==> config.mk <==
export PLATFORM = sky130hd
export DESIGN_NAME = module_spi_slave
export DESIGN_NICKNAME = d
export VERILOG_FILES = /design/src/rtl/spi_pkg.sv /design/src/rtl/module_sync_edge.sv /design/src/rtl/module_spi_slave.sv
export SDC_FILE = /design/constraint.sdc
export NUM_CORES = 1
export LEC_CHECK = 0
export CAP_MARGIN = 30
export CELL_PAD_IN_SITES_DETAIL_PLACEMENT = 1
export CELL_PAD_IN_SITES_GLOBAL_PLACEMENT = 1
export CORE_ASPECT_RATIO = 1.5
export CORE_UTILIZATION = 45
export CTS_BUF_LIST = sky130_fd_sc_hd__clkbuf_4
export CTS_CLUSTER_SIZE = 20
export DETAILED_ROUTE_END_ITERATION = 8
export GPL_TIMING_DRIVEN = 1
export PLACE_DENSITY_LB_ADDON = 0.1
export SETUP_SLACK_MARGIN = 0.2
export SLEW_MARGIN = 20
export SYNTH_ARGS = -nofsm -noshare
export SYNTH_HDL_FRONTEND = slang
export SYNTH_SLANG_ARGS = --single-unit
==> constraint.sdc <==
create_clock -name clk_i -period 1.7 [get_ports clk_i]
set_input_delay 0.255 -clock clk_i [delete_from_list [all_inputs] [get_ports clk_i]]
set_output_delay 0.255 -clock clk_i [all_outputs]
set_load 0.005 [all_outputs]
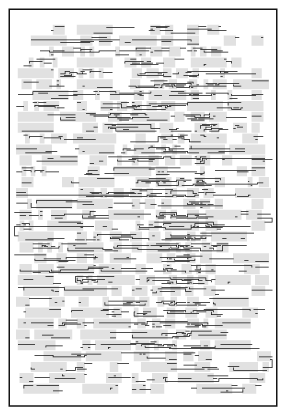
Figure 1: run 1, the metal 1 layer.
(4 px per um) Cells faint in the background.
wire length on this layer: 2660 um
share of all routed wire: 41%
longest straight run: 28.1 um
main direction: horizontal
nets with wire on the layer: 294
global routing met1 resource utilization: 26.2%
DR vias: 2121
DRT Wirelength: 6470 um

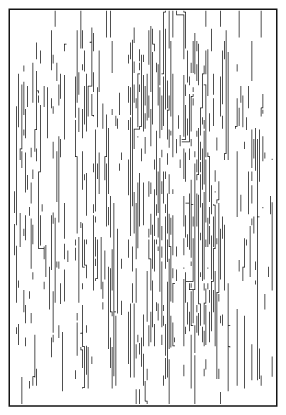
Figure 2: run 1, the metal 2 layer.
(4 px per um)
share of all routed wire: 55%
longest straight run: 60.2 um
nets with wire on the layer: 300
main direction: vertical
wire length on this layer: 3560 um
M2 GR Usage: 40.7%

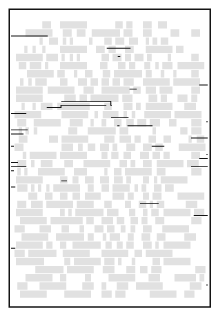
Figure 3: run 1, M3 wires.
(3 px per um) Cells faint in the background.
share of all routed wire: 2.0%
main direction: horizontal
GR Layer Usage met3: 3.47%

==> results.py, run 1 <==
# Synthesis and PnR figures
metrics = {
    "cts": {
        "clk_latency_ps": 400,
        "path_clk_slew_ps": 120,
        "cts_tree": "yes",
        "cts_root_buf": "clkbuf_4",
        "cts.sinks": 63,
        "cts_buffers": 9,
    },
    "yosys": {
        "yosysWarnings": 0,
        "synth_cell_types": 49,
        "edf_count": 0,
        "yosys.stat.seqShare_pct": 56.2,
        "top_cell_area_share_pct": 53.4,
        "ys_area_sq_mm": 0.00281,
        "syn_area_per_cell_sq_um": 11.6,
        "synth_stat.cells": 242,
        "async_flop_share_pct": 100,
    },
    "setup_path": {
        "rr_worst_depth": 5,
        "arrival_ps": 1770,
    },
    "final_layout": {
        "finalNonFillerCells": 384,
        "n_antenna_cell": 0,
        "area_growth_pct": 28.6,
        "fin_util_pct": 61.1,
        "largest_register_ff_count": 10,
        "n_fill_cell": 669,
        "fin_area_sq_mm": 0.00361,
        "nets": 325,
    },
    "pwr": {
        "vdd_drop_max_mv": 0.831,
        "total_power_mw": 4.24,
        "p_leak_nw": 1.81,
    },
    "floorplanning": {
        "fp-utilization_pct": 47.5,
        "pin_count": 38,
        "coreArea_sq_mm": 0.00591,
        "num_rows": 34,
    },
    "place": {
        "placed_cell_area_sq_mm": 0.00327,
        "hpwlAfterDp_um": 4320,
        "io_buffers": 37,
    },
    "grt": {
        "grt_antenna_before_repair": 0,
        "grt_overflow": 0,
        "grt_use_total_pct": 22.7,
        "grt_pass1_wl_um": 11200,
        "grt_pass1_vias": 2419,
    },
    "outcome": {
        "status": "finished, final reports clean",
    },
    "run": {
        "warning_count": 28,
        "maxCapViolations": 0,
    },
    "min_path": {
        "hold_class": "input pin to register",
    },
    "final_timing": {
        "setup_viol": 0,
        "rsz0062_at_grt": "true",
        "min_period_ps": 1490,
        "fin_tns_setup_ps": 0,
        "slew_viol_final": 0,
        "tightest_slew_ps": 338,
    },
}
==> run 1: critical path, stage by stage (launching register included) <==
cell	delay [ps]
dfrtp_2	430
buf_6	140
buf_8	130
nand4bb_1	210
a211o_1	280
a22o_1	180
==> run 1: metal layers <==
metal	vias up	track usage [%]	share of wire [%]
li1	1008	-	-
met4	0	9.17	1.7
met1	1071	26.2	41
met3	11	3.47	2.0
met2	31	40.7	55
met5	-	0	0
==> run 1: layout make-up <==
cell class                 count  area [sq um]  share of cell area, %
clock buffer                   9          67.6                   1.87
clock inverter                 7           103                   2.84
inverter                       5          18.8                  0.519
multi-input combinational    157          1120                   31.1
sequential                    63          1590                   44.0
tap                           72          90.1                   2.49
timing repair buffer          71           622                   17.2
==> run 1: power breakdown <==
part	internal, mW	total, mW	switching [mW]
registers	1.81	2.03	0.223
logic	0.555	1.00	0.447
clock network	0.611	1.21	0.595
total	2.97	4.24	1.26
==> run 1: synth_stat cells (all sizes together), types with 3 or more instances <==
cell type and count:
dfrtp 60, nand2 40, mux2 17, buf 13
a22o 10, nand4 10, nand3 9, o211ai 9
nor2b 7, inv 5, nand4b 5, a31oi 4
clkbuf 4, mux2i 4, a21o 3, a21oi 3
and2 3, and3 3, dfstp 3, ha 3
nand2b 3
==> run 1: logic make-up after synthesis <==
kind of cell | Yosys count | share of synthesized area (%)
flops | 63 | 56.2
simple gates | 93 | 18.6
buf+inv | 22 | 4.54
compound gates | 40 | 11.0
fa+ha+maj | 3 | 1.34
mux | 21 | 8.24
==> run 1: what timing repair did <==
item	CTS	global route
gates resized	39	8
setup buffers	17	2
hold buffers	1	0
pin swaps	2	5
hold endpoints to repair	60	0
setup endpoints to repair	45	24
Figure 4. Congestion heat map (run 1).
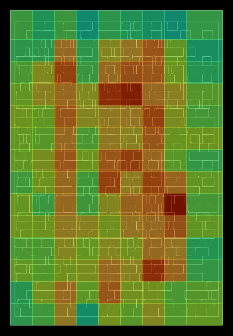

==> run 2: changes to the inputs <==
CORE_MARGIN = 4   (was not set)
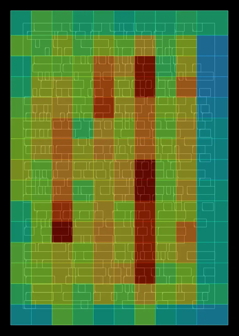
Figure 5: run 2, congestion heat map.
final core utilization: 60.7%
Most Crowded Layer GR: met2
DR WL/cell: 17.6 um
global routing met1 resource utilization: 23.9%

==> results.py, run 2 <==
# Synthesis and PnR figures
metrics = {
    "yosys": {
        "ys_top_logic_family": "simple AND/OR/NAND/NOR gates",
        "yosys.stat.seqShare_pct": 56.2,
        "muxShareOfSynthArea_pct": 8.24,
        "xor_share_pct": 0,
        "synthTopCellsByCount": "dfrtp_1 (60), nand2_1 (39), mux2_2 (17), nand4_1 (10)",
        "edf_count": 0,
        "async_flop_share_pct": 100,
        "syn_area_per_cell_sq_um": 11.6,
        "synth_cell_types": 49,
        "yosysWarnings": 0,
        "ys_sh_simple_pct": 18.6,
        "synth_stat.cells": 242,
        "yosys.area_share.adder_pct": 1.34,
        "ys_sh_aoi_pct": 11.0,
        "top_cell": "dfrtp_1",
        "ys_area_sq_mm": 0.00281,
        "top_cell_area_share_pct": 53.4,
    },
    "pwr": {
        "switching_power_mw": 1.29,
        "p_leak_nw": 1.85,
        "internal_power_mw": 2.99,
        "p_comb_share_pct": 24.6,
        "vdd_drop_max_mv": 0.768,
        "switching_share_pct": 30.2,
    },
    "setup_path": {
        "cp_slowest_cell": "dfrtp_2",
        "rr_worst_depth": 5,
        "critical_path.cell_chain": "or2_4 > buf_2",
        "max_stage_delay_ps": 430,
    },
    "place": {
        "placed_cell_area_sq_mm": 0.00330,
        "io_buffers": 37,
        "hpwlAfterDp_um": 4520,
    },
    "cts": {
        "path_clk_slew_ps": 110,
        "clk_latency_ps": 420,
        "cts_root_buf": "clkbuf_4",
        "cts.sinks": 63,
    },
    "run": {
        "warning_count": 28,
        "maxCapViolations": 0,
    },
    "floorplanning": {
        "pin_count": 38,
        "num_rows": 35,
        "coreArea_sq_mm": 0.00609,
    },
    "grt": {
        "grt_pass1_wl_um": 11400,
        "grt_use_total_pct": 19.4,
        "grt_overflow": 0,
        "grt_antenna_before_repair": 0,
        "grt_pass1_vias": 2297,
    },
    "final_timing": {
        "fin_tns_setup_ps": 0,
        "rsz0062_at_grt": "true",
        "tightest_slew_ps": 556,
        "setup_viol": 0,
    },
    "outcome": {
        "status": "finished, final reports clean",
    },
    "routing": {
        "highest_layer": "met4",
        "dr_wl_met2_um": 3710,
        "met1_length_um": 2840,
        "met3_length_um": 221,
    },
    "final_layout": {
        "fin_area_sq_mm": 0.00370,
        "area_growth_pct": 31.6,
        "nets": 330,
        "lay_top_count": "dfrtp_1",
        "largest_register_ff_count": 10,
    },
    "min_path": {
        "hold_class": "input pin to register",
    },
}
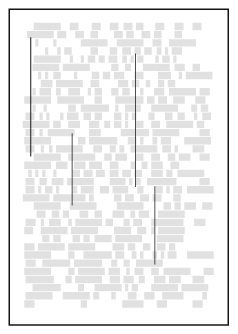
Figure 6: run 2, signal wires on met4.
(3 px per um) Cells faint in the background.
share of all routed wire: 1.9%
wire length on this layer: 133 um
main direction: vertical
DRT Wirelength: 6900 um
DR vias: 2162

-- run 2: netlist changes by cell type in the layout (fill, tap and decap cells not counted), sizes merged --
cell,change
clkinv,+1
buf,+5
inv,-2
clkinvlp,+1
-- run 2: timing repair --
item,4_1_cts,5_1_grt
endpoints found under the hold margin,19,0
setup buffers,17,5
pin swaps,3,2
hold buffers,1,0
setup endpoints to repair,39,26
gates resized,39,13
-- run 2: logic make-up (layout without fill, tap and decap cells) --
kind of cell	after synthesis	count (layout)
AND-OR/OR-AND	40	40
buffers and inverters	22	97
adder cells (fa/ha/maj)	3	3
AND/OR/NAND/NOR	93	93
flip-flops	63	63
multiplexers	21	21
-- run 2: final cells by class --
class                           count  area (sq um)
Clock buffer                        9          67.6
Clock inverter                      7          97.6
Fill cell                         665          2390
Inverter                            5          18.8
Multi-Input combinational cell    157          1140
Sequential cell                    63          1590
Tap cell                           74          92.6
Timing Repair Buffer               76           691
-- run 2: power by group through the flow --
stage / sequential, mW / combinational, mW / clock, mW
floorplan: 1.99 / 0.623 / 0
global placement: 2.08 / 0.914 / 0
detailed placement: 2.09 / 0.949 / 0
CTS: 2.03 / 1.03 / 1.22
global route: 2.07 / 1.16 / 1.29
finish: 2.03 / 1.05 / 1.19
-- run 2: per-layer routing --
metal / up-vias / track usage, %
met5: - / 0
met4: 0 / 9.10
met3: 12 / 3.27
met2: 39 / 32.2
met1: 1094 / 23.9
li1: 1017 / -
-- run 2: metrics by stage --
step / power, mW / cells
after floorplan: 2.61 / 242
after global placement: 3.00 / 352
after detailed placement: 3.04 / 352
after CTS: 4.28 / 386
after global routing: 4.52 / 391
final: 4.28 / 391
-- run 2: worst max-delay path, delay by kind of cell, from the launching register on --
family        cells  cell delay, ps
flops             1             430
simple gates      1             250
buf+inv           1             130
Power is estimated from default activity; no workload was simulated.
